**Run 1: placed cells, one color a class**

Drawn at 4 px/um.
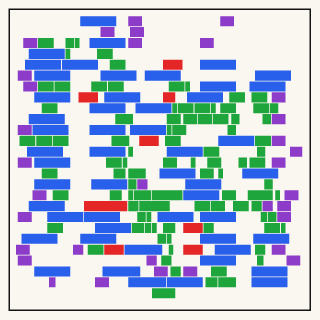
**Run 1: clock routing**

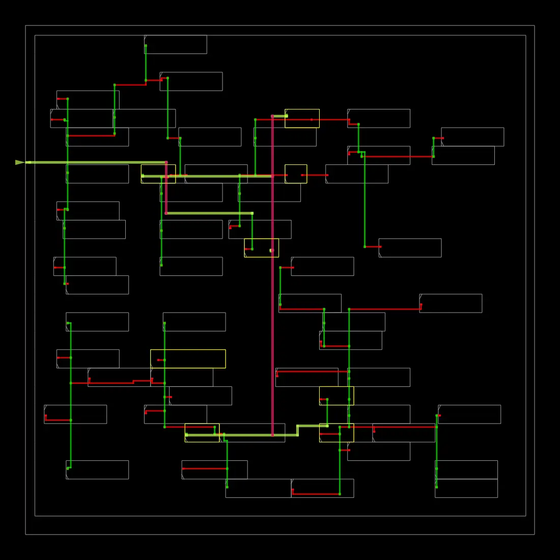
**Run 1: M3 wires**

Drawn at 4 px/um.
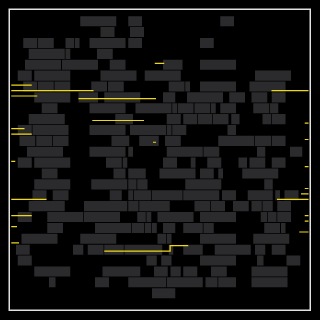
$ cat src/rtl/rvsteel_spi_target.sv
// SPI target: oversamples sclk/pico/cs in the system clock domain and moves 8-bit MSB-first
// frames between the pins and a one-entry TX holding register / one-entry RX register.
module rvsteel_spi_target #(
  parameter bit         CPOL       = 1'b0,
  parameter bit         CPHA       = 1'b0,
  parameter logic [7:0] DEFAULT_TX = 8'hFF
) (
  input  logic       clock,
  input  logic       reset,
  input  logic       sclk,
  input  logic       pico,
  input  logic       cs,
  output logic       poci,
  output logic       poci_oe,
  input  logic [7:0] tx_data,
  input  logic       tx_valid,
  output logic       tx_ready,
  output logic [7:0] rx_data,
  output logic       rx_valid,
  input  logic       rx_ready,
  output logic       rx_overrun,
  output logic       tx_underrun,
  output logic       busy
);

  logic       sclk_s1, sclk_s2, sclk_q;
  logic       pico_s1, pico_s2;
  logic       cs_s1, cs_s2, cs_q;
  logic [1:0] settle_q;
  logic       armed_q;
  logic [2:0] bit_cnt;
  logic [7:0] rx_shift;
  logic [7:0] tx_shift;
  logic [7:0] hold_q;
  logic       hold_full_q;

  logic       lead_edge, trail_edge, sample_edge, shift_edge;
  logic       cs_fall, cs_rise, select, deselect, complete, load;
  logic [7:0] load_byte;
  logic       load_underrun, hold_wr;

  assign tx_ready = ~hold_full_q;
  assign poci_oe  = busy;

  always_comb begin
    lead_edge   = (sclk_q == CPOL) && (sclk_s2 != CPOL);
    trail_edge  = (sclk_q != CPOL) && (sclk_s2 == CPOL);
    sample_edge = CPHA ? trail_edge : lead_edge;
    shift_edge  = CPHA ? lead_edge : trail_edge;

    cs_fall  = cs_q && !cs_s2;
    cs_rise  = !cs_q && cs_s2;
    // armed_q blocks a false SELECT when cs is already low as reset releases
    select   = cs_fall && armed_q && !busy;
    deselect = cs_rise && busy;
    complete = busy && !deselect && sample_edge && (bit_cnt == 3'd7);
    load     = select || complete;

    load_underrun = 1'b0;
    if (hold_full_q) begin
      load_byte = hold_q;
    end else if (tx_valid) begin
      load_byte = tx_data;
    end else begin
      load_byte     = DEFAULT_TX;
      load_underrun = load;
    end

    // A bypassed byte goes straight to tx_shift and must not also fill the holding register
    hold_wr = tx_valid && !hold_full_q && !load;
  end

  always_ff @(posedge clock or negedge reset) begin
    if (!reset) begin
      sclk_s1     <= CPOL;
      sclk_s2     <= CPOL;
      sclk_q      <= CPOL;
      pico_s1     <= 1'b0;
      pico_s2     <= 1'b0;
      cs_s1       <= 1'b1;
      cs_s2       <= 1'b1;
      cs_q        <= 1'b1;
      settle_q    <= 2'd0;
      armed_q     <= 1'b0;
      busy        <= 1'b0;
      bit_cnt     <= 3'd0;
      rx_shift    <= 8'h00;
      tx_shift    <= 8'h00;
      rx_data     <= 8'h00;
      rx_valid    <= 1'b0;
      hold_q      <= 8'h00;
      hold_full_q <= 1'b0;
      poci        <= 1'b0;
      rx_overrun  <= 1'b0;
      tx_underrun <= 1'b0;
    end else begin
      sclk_s1 <= sclk;
      sclk_s2 <= sclk_s1;
      sclk_q  <= sclk_s2;
      pico_s1 <= pico;
      pico_s2 <= pico_s1;
      cs_s1   <= cs;
      cs_s2   <= cs_s1;
      cs_q    <= cs_s2;

      // Wait for the synchronizers to carry the real pin level before arming on cs high
      if (settle_q != 2'd3) begin
        settle_q <= settle_q + 2'd1;
      end else if (cs_s2) begin
        armed_q <= 1'b1;
      end

      rx_overrun  <= 1'b0;
      tx_underrun <= load_underrun;

      if (hold_wr) begin
        hold_q      <= tx_data;
        hold_full_q <= 1'b1;
      end else if (load && hold_full_q) begin
        hold_full_q <= 1'b0;
      end

      if (complete) begin
        rx_data    <= {rx_shift[6:0], pico_s2};
        rx_valid   <= 1'b1;
        rx_overrun <= rx_valid && !rx_ready;
      end else if (rx_ready) begin
        rx_valid <= 1'b0;
      end

      if (deselect) begin
        busy    <= 1'b0;
        bit_cnt <= 3'd0;
      end else if (select) begin
        busy     <= 1'b1;
        bit_cnt  <= 3'd0;
        tx_shift <= load_byte;
      end else if (busy) begin
        if (sample_edge) begin
          rx_shift <= {rx_shift[6:0], pico_s2};
          bit_cnt  <= bit_cnt + 3'd1;
          if (complete) begin
            tx_shift <= load_byte;
          end
        end else if (shift_edge && (bit_cnt != 3'd0)) begin
          // At count 0 the MSB is already on poci, so the first shift edge is skipped
          tx_shift <= {tx_shift[6:0], 1'b0};
        end
      end

      poci <= (busy && !deselect) ? tx_shift[7] : 1'b0;
    end
  end

endmodule

$ cat config.mk
export PLATFORM = sky130hd
export DESIGN_NAME = rvsteel_spi_target
export DESIGN_NICKNAME = d
export VERILOG_FILES = /design/src/rtl/rvsteel_spi_target.sv
export SDC_FILE = /design/constraint.sdc
export NUM_CORES = 1
export LEC_CHECK = 0
export CAP_MARGIN = 20
export CORE_UTILIZATION = 40
export DETAILED_ROUTE_END_ITERATION = 7
export SLEW_MARGIN = 0
export SYNTH_ARGS = -nofsm -noshare
export SYNTH_HDL_FRONTEND = slang
export SYNTH_SLANG_ARGS = --single-unit
$ cat constraint.sdc
create_clock -name clock -period 2.25 [get_ports clock]
set_input_delay 0.675 -clock clock [delete_from_list [all_inputs] [get_ports clock]]
set_output_delay 0.675 -clock clock [all_outputs]
set_load 0.02 [all_outputs]
==> results.yml, run 1 <==
# yosys + openroad results
layout:
  top_regs: "hold_q (8), rx_data (8), tx_shift (8)"
  regArea_um2: 1280
  comb_cells: 83
  final-nonclk-buf-share_pct: 11.9
timing:
  fmax_ghz: 0.459
  whs_ns: 0.172
  layout_setup_ws_ns: 0.0692
  setup-violations-final: 0
status:
  status: "finished, final reports clean"
logic_synthesis:
  ys_warn_count: 0
  synthArstFlopShare_pct: 100
  syn_avg_cell_area_um2: 14.6
  ys_cells: 146
  ys_sh_simple_pct: 7.24
  top_logic_kind: "multiplexers"
  postSynthSeqShare_pct: 60.2
setup_path:
  setup.worst_path.end: "busy"
  critical_path_class: "reg2out"
  path_cells: "clkdlybuf4s50_1"
  worst_setup_path_start_kind: "flop"
routing:
  ant_nets: 0
  drc_errors: 0
  routed.top_layer: "met4"
place:
  pre_cts_ws_ns: 0.274
  portBuffers: 29
  dp_cells: 247
floorplan:
  die_x_um: 74.9
  num_io_pins: 30
global_route:
  grt_usage_pct: 14.1
  antenna_found_initial: 0
  grt_pass1_wl_mm: 5.86
worst_hold_path:
  hp-class: "in2async"
power:
  swShare_pct: 25.2
About 'placed cells, one color a class':
[red] clock drivers and dummy loads | cells: 8
[green] combinational and other logic | cells: 93
[purple] other buffers and delay cells | cells: 33
[blue] flops | cells: 51
Core Util, Final: 51.6%
placeable core area: 5110 um2
Final Cell Area: 2640 um2
flop share of the area: 48.6%
# rows: 26

About 'clock routing':
FFs & Latches: 51
CTS sink count: 51
clock buffer count in the final layout: 6
clock group power: 656 uW

About 'M3 wires':
longest straight run: 20.2 um
share of all routed wire: 3.9%
GR Util met3: 4.15%
via count: 1,233
final wirelength: 3.47 mm

**Run 1: port wiring**

Drawn at 6 px/um.
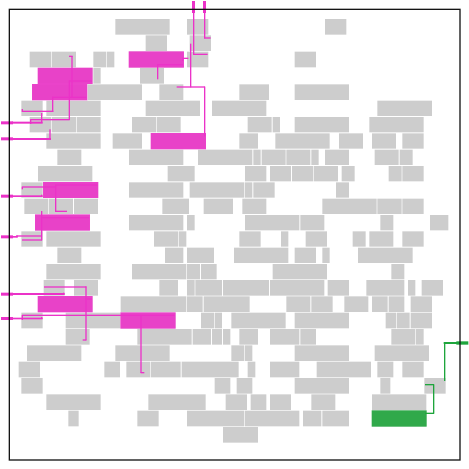

## Run 2: what changed since run 1
--- a/config.mk
+++ b/config.mk
@@ -8,6 +8,8 @@
 export CAP_MARGIN = 20
 export CORE_UTILIZATION = 40
 export DETAILED_ROUTE_END_ITERATION = 7
+export GPL_ROUTABILITY_DRIVEN = 0
+export SKIP_CTS_REPAIR_TIMING = 1
 export SLEW_MARGIN = 0
 export SYNTH_ARGS = -nofsm -noshare
 export SYNTH_HDL_FRONTEND = slang
**Run 2: port wiring**

Drawn at 6 px/um.
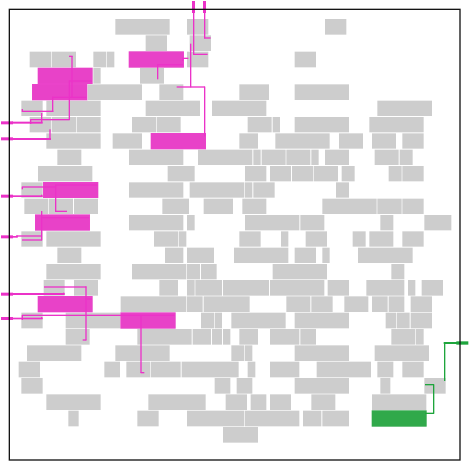
[green] `tx_underrun` | direction: output | end cells: 1 | buffers: 1 | wire: 15.8 um
[magenta] `rx_data` | direction: output | end cells: 8 | buffers: 8 | wire: 206 um

==> run 2 against run 1 <==
Effect of this change: sequential share of layout area down 0.069 points; synthesized area unchanged; clock-buffer cell count unchanged; synthesized cell count unchanged; first-iteration DRC count unchanged; routed wire length about the same; clock power about the same; critical path type unchanged; largest power group unchanged; highest routed layer unchanged.
==> results.yml, run 2 <==
# yosys + openroad results
layout:
  logic_area_um2: 795
  postLayoutCoreUtil_pct: 51.7
  sh_seq_area_pct: 48.5
  final-nonclk-buf-share_pct: 12.0
  regArea_um2: 1280
  fin_area_um2: 2640
  seq_cells: 51
  top_regs: "hold_q (8), rx_data (8), tx_shift (8)"
  comb_cells: 83
logic_synthesis:
  top_logic_kind: "multiplexers"
  syn_avg_cell_area_um2: 14.6
  synthArstFlopShare_pct: 100
  postSynthSeqShare_pct: 60.2
routing:
  vias: 1233
  drc_errors: 0
  routed.top_layer: "met4"
  wl_mm: 3.47
  ant_nets: 0
place:
  dp_cells: 247
  portBuffers: 29
  pre_cts_ws_ns: 0.274
flow_run:
  cap_viol_max_count: 0
timing:
  fmax_ghz: 0.459
  setup-violations-final: 0
  max_slew_margin_pct: 68.7
  layout_setup_ws_ns: 0.0692
status:
  status: "finished, final reports clean"
setup_path:
  path_cells: "clkdlybuf4s50_1"
  critical_path_class: "reg2out"
  setup.worst_path.end: "busy"
  worst_setup_path_start_kind: "flop"
cts:
  cts_sinks: 51
floorplan:
  rows: 26
power:
  swShare_pct: 25.2
  p_clk_uw: 656
worst_hold_path:
  hp-class: "in2async"
global_route:
  met3_usage_pct: 4.15
  antenna_found_initial: 0
  grt_pass1_wl_mm: 5.86
Power and IR drop assume default switching activity.
